--- config.mk ---
export PLATFORM = sky130hd
export DESIGN_NAME = mic_frame_requester_flat
export DESIGN_NICKNAME = d
export VERILOG_FILES = /design/src/rtl/mic_pkg.sv /design/src/rtl/mic_frame_requester_if.sv /design/src/rtl/mic_frame_buffer.sv /design/src/rtl/mic_frame_requester.sv /design/src/flat_wrapper.sv
export SDC_FILE = /design/constraint.sdc
export NUM_CORES = 1
export LEC_CHECK = 0
export CAP_MARGIN = 20
export CELL_PAD_IN_SITES_DETAIL_PLACEMENT = 1
export CELL_PAD_IN_SITES_GLOBAL_PLACEMENT = 2
export CORE_ASPECT_RATIO = 2
export CORE_MARGIN = 2
export CORE_UTILIZATION = 36
export DETAILED_ROUTE_END_ITERATION = 10
export PLACE_DENSITY_LB_ADDON = 0.15
export RECOVER_POWER = 50
export SLEW_MARGIN = 40
export SYNTH_ARGS = -nofsm -noshare
export SYNTH_HDL_FRONTEND = slang
export SYNTH_SLANG_ARGS = --single-unit
export TNS_END_PERCENT = 100
--- constraint.sdc ---
create_clock -name clk_25 -period 18.2 [get_ports clk_25]
set_input_delay 1.82 -clock clk_25 [delete_from_list [all_inputs] [get_ports clk_25]]
set_output_delay 1.82 -clock clk_25 [all_outputs]
set_load 0.05 [all_outputs]
--- src/rtl/mic_pkg.sv ---
// Shared types and sizing for the mic frame requester slice.
package mic_pkg;

  localparam int N_SAMPLES = 16;
  localparam int SAMPLE_W  = 18;
  localparam int IDX_W     = $clog2(N_SAMPLES);

  typedef logic signed [SAMPLE_W-1:0]  sample_t;
  typedef logic [IDX_W-1:0]            idx_t;
  typedef logic [N_SAMPLES*SAMPLE_W-1:0] frame_t;

  typedef enum logic [1:0] {
    IDLE,
    REQ,
    WAIT,
    STREAM
  } req_state_t;

  function automatic logic is_last(input idx_t i);
    return i == idx_t'(N_SAMPLES - 1);
  endfunction

endpackage

--- src/rtl/mic_frame_requester_if.sv ---
// Sampler handshake plus downstream valid/ready stream bundle.
interface mic_frame_requester_if;
  import mic_pkg::*;

  logic    start;
  logic    done;
  frame_t  samples_in;
  logic    out_valid;
  logic    out_ready;
  sample_t out_data;
  idx_t    out_index;
  logic    out_last;

  modport master (
    output start,
    input  done,
    input  samples_in,
    output out_valid,
    input  out_ready,
    output out_data,
    output out_index,
    output out_last
  );

  modport slave (
    input  start,
    output done,
    output samples_in,
    input  out_valid,
    output out_ready,
    input  out_data,
    input  out_index,
    input  out_last
  );

endinterface

--- src/rtl/mic_frame_buffer.sv ---
// Frame store: whole frame loads in one cycle, one sample read per index.
module mic_frame_buffer
  import mic_pkg::*;
(
  input  logic    clk_i,
  input  logic    load_i,
  input  frame_t  samples_i,
  input  idx_t    rd_idx_i,
  output sample_t rd_data_o
);

  sample_t buf_q [N_SAMPLES];

  always_ff @(posedge clk_i) begin
    if (load_i) begin
      for (int k = 0; k < N_SAMPLES; k++) begin
        buf_q[k] <= samples_i[k*SAMPLE_W +: SAMPLE_W];
      end
    end
  end

  assign rd_data_o = buf_q[rd_idx_i];

endmodule

--- src/rtl/mic_frame_requester.sv ---
// Requests mic frames, latches them, streams one sample per beat.
// Optional WAIT timeout/retry: define MIC_REQ_TIMEOUT_EN.
module mic_frame_requester
  import mic_pkg::*;
#(
  parameter int TIMEOUT_CYC = 4096
)
(
  input  logic                  clk_25,
  input  logic                  rst,
  input  logic                  enable,
  mic_frame_requester_if.master bus,
  output logic [15:0]           frame_count,
  output logic                  timeout_err
);

  req_state_t  state_q, state_d;
  idx_t        idx_q, idx_d;
  logic        armed_q, armed_d;
  logic [15:0] fcnt_q, fcnt_d;
  logic        load;
  logic        beat;
  sample_t     rd_data;

`ifdef MIC_REQ_TIMEOUT_EN
  localparam int TMR_W = $clog2(TIMEOUT_CYC);

  logic [TMR_W-1:0] tmr_q, tmr_d;
  logic             terr_q, terr_d;
  logic             expired;

  assign expired = tmr_q == TMR_W'(TIMEOUT_CYC - 1);
`endif

  mic_frame_buffer u_buf (
    .clk_i     (clk_25),
    .load_i    (load),
    .samples_i (bus.samples_in),
    .rd_idx_i  (idx_q),
    .rd_data_o (rd_data)
  );

  assign bus.start     = state_q == REQ;
  assign bus.out_valid = state_q == STREAM;
  assign bus.out_index = idx_q;
  assign bus.out_last  = bus.out_valid && is_last(idx_q);
  assign bus.out_data  = bus.out_valid ? rd_data : '0;
  assign beat          = bus.out_valid && bus.out_ready;
  assign frame_count   = fcnt_q;

  always_comb begin
    state_d = state_q;
    idx_d   = idx_q;
    armed_d = armed_q;
    fcnt_d  = fcnt_q;
    load    = 1'b0;
`ifdef MIC_REQ_TIMEOUT_EN
    tmr_d   = '0;
    terr_d  = terr_q;
`endif
    unique case (state_q)
      IDLE: begin
        if (enable) state_d = REQ;
      end
      REQ: begin
        armed_d = 1'b0;
        state_d = WAIT;
      end
      WAIT: begin
        if (bus.done && armed_q) begin
          load    = 1'b1;
          state_d = STREAM;
        end else begin
          if (!bus.done) armed_d = 1'b1;
`ifdef MIC_REQ_TIMEOUT_EN
          tmr_d = tmr_q + 1'b1;
          if (expired) begin
            terr_d  = 1'b1;
            state_d = REQ;
          end
`endif
        end
      end
      STREAM: begin
        if (beat) begin
          if (is_last(idx_q)) begin
            idx_d   = '0;
            fcnt_d  = fcnt_q + 16'd1;
            state_d = IDLE;
          end else begin
            idx_d = idx_q + 1'b1;
          end
        end
      end
      default: state_d = IDLE;
    endcase
  end

  always_ff @(posedge clk_25) begin
    if (rst) begin
      state_q <= IDLE;
      idx_q   <= '0;
      armed_q <= 1'b0;
      fcnt_q  <= '0;
    end else begin
      state_q <= state_d;
      idx_q   <= idx_d;
      armed_q <= armed_d;
      fcnt_q  <= fcnt_d;
    end
  end

`ifdef MIC_REQ_TIMEOUT_EN
  always_ff @(posedge clk_25) begin
    if (rst) begin
      tmr_q  <= '0;
      terr_q <= 1'b0;
    end else begin
      tmr_q  <= tmr_d;
      terr_q <= terr_d;
    end
  end

  assign timeout_err = terr_q;
`else
  assign timeout_err = 1'b0;
`endif

endmodule

--- src/flat_wrapper.sv ---
// flat-port wrapper written by rule: the top's interface ports become plain ports
module mic_frame_requester_flat import mic_pkg::*;
#(
  parameter int TIMEOUT_CYC = 4096
)
  (clk_25, rst, enable, frame_count, timeout_err, bus_start, bus_done, bus_samples_in, bus_out_valid, bus_out_ready, bus_out_data, bus_out_index, bus_out_last);
  mic_frame_requester_if bus_i ();
  input  logic clk_25;
  input  logic rst;
  input  logic enable;
  output logic [15:0] frame_count;
  output logic timeout_err;
  output wire logic [$bits(bus_i.start)-1:0] bus_start;
  input wire logic [$bits(bus_i.done)-1:0] bus_done;
  input wire logic [$bits(bus_i.samples_in)-1:0] bus_samples_in;
  output wire logic [$bits(bus_i.out_valid)-1:0] bus_out_valid;
  input wire logic [$bits(bus_i.out_ready)-1:0] bus_out_ready;
  output wire logic [$bits(bus_i.out_data)-1:0] bus_out_data;
  output wire logic [$bits(bus_i.out_index)-1:0] bus_out_index;
  output wire logic [$bits(bus_i.out_last)-1:0] bus_out_last;
  assign bus_start = bus_i.start;
  assign bus_i.done = bus_done;
  assign bus_i.samples_in = bus_samples_in;
  assign bus_out_valid = bus_i.out_valid;
  assign bus_i.out_ready = bus_out_ready;
  assign bus_out_data = bus_i.out_data;
  assign bus_out_index = bus_i.out_index;
  assign bus_out_last = bus_i.out_last;
  mic_frame_requester #(.TIMEOUT_CYC(TIMEOUT_CYC)) u_core (.clk_25(clk_25), .rst(rst), .enable(enable), .bus(bus_i), .frame_count(frame_count), .timeout_err(timeout_err));
endmodule
**Run 1: met2 routing**

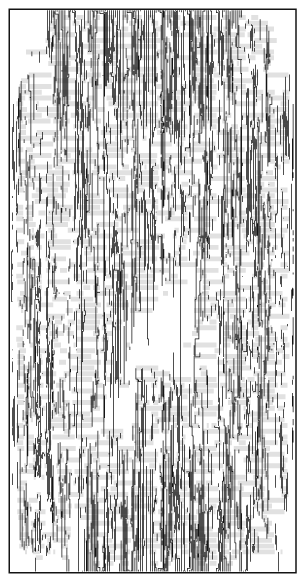
The layer holds 56% of the routed length. The wires run mostly vertical. 1238 nets have wire on it.

**Run 1: cells by drive strength**

Bar = 50 um.
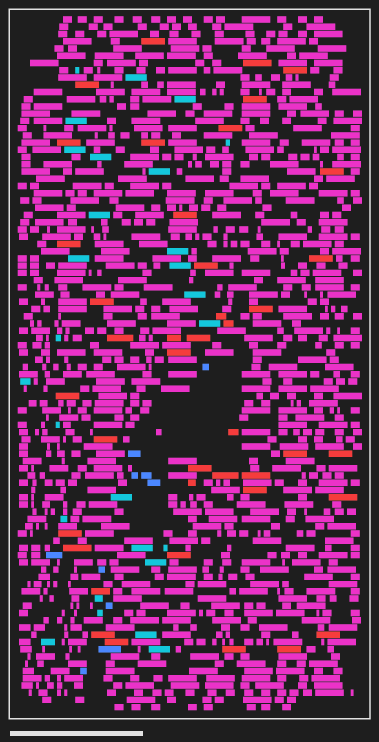
Key: red = x6 and larger [cells 41, most used clkbuf_16]; cyan = x2 [cells 27, most used mux4_2]; blue = x3 and x4 [cells 10, most used buf_4]; magenta = x1 and smaller [cells 1008, most used dlygate4sd3_1]

==> impl_metrics.yaml, run 1 <==
# synthesis and place-and-route metrics
yosys:
  synth-seq-cells: 315
  common_cells: "288 x edfxtp_1, 111 x mux2i_1, 52 x a22oi_1, 30 x nand2_1, 27 x dfxtp_1"
  ys_types: 40
  async_flop_share: 0
  top_area_cell: "edfxtp_1"
  syn-cell-area_um2: 12360
  flop_cell: "edfxtp_1"
  yosys_warnings: 0
  area_leaders: "edfxtp_1 70%, mux2i_1 9.0%, dfxtp_1 4.4%"
  edf_count: 288
  fp_nets: 1025
  syn_avg_cell_area_um2: 17.08
  ys_seq_frac: 0.7432
final_timing:
  grt_setup_unrepaired: "no"
  drv_slew: 41
  setup-violations-final: 0
  final-hold-violation-count: 0
  period_minus_slack_ns: 5.491
  fin_setup_tns_ns: 0
  fmax_mhz: 182.1
worst_setup_path:
  required_ns: 16.38
  crit_fanout: 58
  end_kind: "output pin"
  rr_endpoint: "u_core.u_buf.buf_q[7][4]$_DFFE_PP_"
  rrSetupSlack_ns: 14.55
  cp-start-kind: "flop"
  r2r_cells: 5
  endpoint: "bus_out_data[11]"
  path_depth: 6
  cp.buffers_inverters: 2
floorplanning:
  chipArea_um2: 35930
  die_h_um: 266.1
  floorplanUtilization: 0.3624
  die_w_um: 135.0
finish:
  final-comb-area_um2: 2968
  nets: 1365
  max_flop_register: "u_core.u_buf.buf_q"
  largest_register_ffs: 288
power:
  p_leak_nw: 5.472
  power-per-cell-area_nw_per_um2: 89.90
  power_frac_clock: 0.395
  p_int_mw: 1.221
flow_run:
  maxCapViolCount: 1
clock_network:
  cts_tree: "done"
  clk_pin_slew_ns: 0.06
  numCtsBuffers: 29
  cts_root_buffer: "clkbuf_16"
routing:
  routedWlPerCell_um: 23.34
  detail-route-antenna-nets: 0
  routed_wl_um: 36270
  drtPass1Iterations: 5
grt:
  first_global_vias: 8608
  antenna_found_initial: 44
  grt_overflow: 0
outcome:
  status: "finished with violations"
  failed_checks: "capacitance limit, slew limit"
hold_path:
  hold_end: "u_core.armed_q$_SDFFE_PP0P_"
placement:
  gp_congestion: 0.7751
  dp_slack_ns: 13.24
**Run 1: metal 4**

Bar = 50 um.
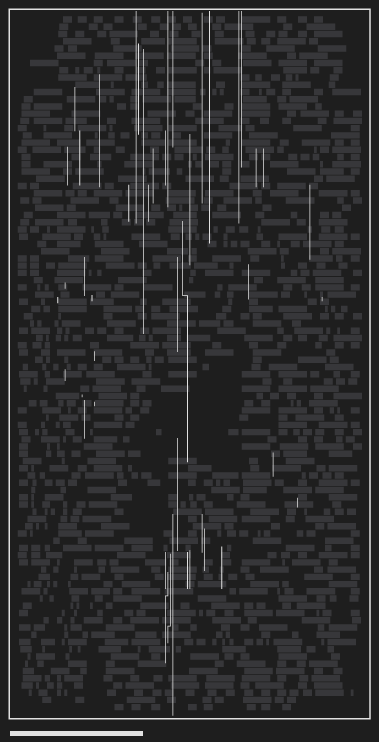
The longest straight run is 107 um. The layer carries 1380 um of wire. The layer holds 3.8% of the routed length.

run 1: layout by cell type (no fill, tap or decap), types with 21 or more instances in the layout:
cell type / count
diode_2: 27
o21ai_0: 21
edfxtp_1: 288
dfxtp_1: 26
dlygate4sd3_1: 290
a22oi_1: 52
clkbuf_16: 29
clkdlybuf4s50_1: 43
nand2_1: 29
mux2i_1: 111
nand3_1: 23
run 1: final cells by class:
cell class	count	area share
clock inverters	15	0.009939
clock buffers	38	0.04404
repair buffers	346	0.2028
well taps	441	0.03199
diodes	27	0.003918
multi-input cells	362	0.1721
inverters	10	0.002176
flip-flops and latches	315	0.5330
run 1: layer usage:
metal,part of all wire,global-route usage,vias to the layer above
met5,0.0025,0,-
met1,0.33,0.1987,3788
li1,-,-,3547
met4,0.038,0.07630,14
met2,0.56,0.3826,288
met3,0.070,0.05632,97
run 1: logic make-up after synthesis:
logic type | Yosys count | synth area share
AND/OR/NAND/NOR | 117 | 0.04797
buffers and inverters | 47 | 0.01893
AND-OR/OR-AND | 98 | 0.05333
other | 1 | 0.0003033
adder cells (fa/ha/maj) | 8 | 0.008097
multiplexers | 129 | 0.1217
XOR/XNOR | 9 | 0.006376
flip-flops | 315 | 0.7432
run 1: through the flow:
stage / total power [mW] / hold slack (ns) / instances / utilization / area (um2)
4_1_cts: 1.583 / 0.5114 / 1527 / 0.5039 / 17190
2_1_floorplan: 0.8838 / 0.4663 / 724 / - / 12360
3_3_place_gp: 0.9654 / 0.4867 / 1471 / 0.4741 / 16170
5_1_grt: 1.600 / 0.5251 / 1547 / 0.5051 / 17230
3_5_place_dp: 0.9678 / 0.4959 / 1474 / 0.4766 / 16260
6_report: 1.550 / 0.5066 / 1554 / 0.5056 / 17250
**Run 1: routed metal, one color a layer**

Only two layers are drawn.
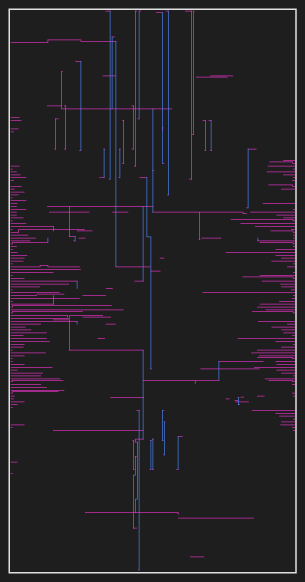

## Run 2: what changed since run 1
- CORE_UTILIZATION: 36 -> 30
- clock period: 18.2 -> 4.85 ns (I/O delays scaled with it)
**Run 2: routed metal, one color a layer**

Only two layers are drawn.
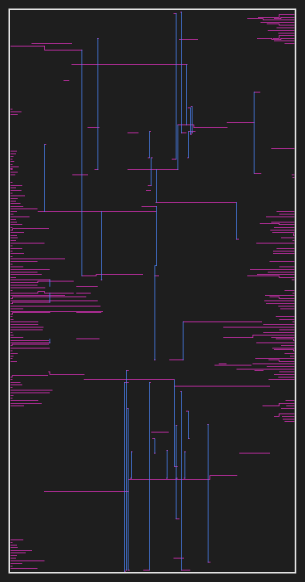
Key: blue = M4 [wire length 1410 um]; magenta = M3 [wire length 2690 um]

==> run 2 against run 1 <==
Net effect:
- the run now ends clean
- critical endpoint is now bus_out_data[1]
- power rose to 3.9 times the previous value
- utilization fell by 7.6 points
- critical path depth did not move
- non-clock buffer count rose by 8
- final cell count rose by 6.6%
- largest cell class unchanged
==> impl_metrics.yaml, run 2 <==
# synthesis and place-and-route metrics
yosys:
  async_flop_share: 0
  edf_count: 288
  area_leaders: "edfxtp_1 70%, mux2i_1 9.0%, dfxtp_1 4.4%"
  common_cells: "288 x edfxtp_1, 111 x mux2i_1, 52 x a22oi_1, 30 x nand2_1, 27 x dfxtp_1"
  ys_types: 40
  fp_nets: 1025
  top_area_cell: "edfxtp_1"
  flop_cell: "edfxtp_1"
  syn-cell-area_um2: 12360
  yosys_cells: 724
  yosys_warnings: 0
  ys_seq_frac: 0.7432
  syn_avg_cell_area_um2: 17.08
  synth-seq-cells: 315
  most_common_cell: "edfxtp_1"
routing:
  detail-route-antenna-nets: 0
  drtPass1Iterations: 4
  routed_wl_um: 38950
  maxUsedRoutingLayer: "met5"
  wl_met1_um: 12880
  wl_met2_um: 21920
  routedWlPerCell_um: 23.52
  wl_met3_um: 2693
  dr_total_vias: 7650
grt:
  grt_overflow: 0
  antenna_found_initial: 37
  grtUsageTotal: 0.1801
  first_global_vias: 8690
  grt_max_degree: 64
clock_network:
  numCtsBuffers: 31
  clock_latency_ns: 0.57
  cts_tree: "done"
  cts_root_buffer: "clkbuf_16"
  clk_pin_slew_ns: 0.07
outcome:
  status: "finished clean"
final_timing:
  setup-violations-final: 0
  fin_setup_tns_ns: 0
  grt_setup_unrepaired: "no"
  final-hold-violation-count: 0
  drv_slew: 0
  slew_headroom: 0.02260
  fmax_mhz: 259.9
  holdWs_ns: 0.5045
  period_minus_slack_ns: 3.848
floorplanning:
  chipArea_um2: 42950
  die_h_um: 291.1
  die_w_um: 147.5
  floorplanUtilization: 0.3026
  core_area_um2: 40860
worst_setup_path:
  end_kind: "output pin"
  endpoint: "bus_out_data[1]"
  crit_fanout: 34
  cp-start-kind: "flop"
  rr_endpoint: "u_core.u_buf.buf_q[4][5]$_DFFE_PP_"
  r2r_cells: 5
  rrSetupSlack_ns: 1.94
  r2r-start: "u_core.state_q[0]$_SDFFE_PP0P_"
  cp_data_arrival_time_ns: 3.36
  worst-setup-path-type: "reg2out"
  required_ns: 4.37
hold_path:
  hold_end: "u_core.armed_q$_SDFFE_PP0P_"
  worstHoldStart: "u_core.armed_q$_SDFFE_PP0P_"
power:
  p_leak_nw: 5.582
  total_power_mw: 6.050
  power-per-cell-area_nw_per_um2: 344.3
placement:
  gp_congestion: 0.7775
  portBuffers: 333
finish:
  lay_top_cells: "288 x dlygate4sd3_1, 288 x edfxtp_1, 111 x mux2i_1, 52 x a22oi_1, 45 x clkdlybuf4s50_1"
  max_flop_register: "u_core.u_buf.buf_q"
  largest_register_ffs: 288
  nets: 1375
flow_run:
  maxCapViolCount: 0
  tool_warnings: 31
-- run 2: metrics by stage --
step	std cells	utilization	setup slack, ns	cell area [um2]
floorplan	724	-	0.2677	12360
global placement	1572	0.4009	1.515	16380
detailed placement	1576	0.4029	1.528	16460
CTS	1633	0.4288	0.9215	17520
global route	1656	0.4301	0.8006	17570
finish	1656	0.4301	1.002	17570
-- run 2: area by class of cell --
cell class                      count  area (um2)  area share
Clock buffer                       41       863.3     0.04913
Sequential cell                   315        9193      0.5231
Timing Repair Buffer              354        3588      0.2042
Antenna cell                       23       57.56    0.003275
Tap cell                          535       669.4     0.03809
Multi-Input combinational cell    362        2969      0.1690
Clock inverter                     16       193.9     0.01104
Inverter                           10       37.54    0.002136
-- run 2: layer usage --
layer / vias to the layer above / GRT usage
met4: 8 / 0.07341
met5: - / 0
met3: 73 / 0.04859
li1: 3562 / -
met1: 3719 / 0.1800
met2: 288 / 0.3445
-- run 2: worst max-delay path: stages (launching register included) --
cell             delay, ns
dfxtp_4               0.56
buf_4                 0.57
mux2i_1               0.17
a22oi_1               0.20
nand2_1               0.11
o21ai_0               0.29
clkdlybuf4s50_1       0.87
-- run 2: cells by family after synthesis --
kind of cell,share of synthesized area
xor+xnor,0.006376
mux,0.1217
other cells,0.0003033
compound gates,0.05333
simple gates,0.04797
flops,0.7432
buf+inv,0.01893
fa+ha+maj,0.008097
-- run 2: where the power goes --
group | leakage (nW) | switching, mW | internal, mW
registers | 2.81 | 0.0210 | 2.99
clock network | 0.514 | 1.05 | 1.46
logic | 2.26 | 0.242 | 0.286
total | 5.58 | 1.31 | 4.74
Power figures rest on the tool's default switching activity, not on a simulated workload.
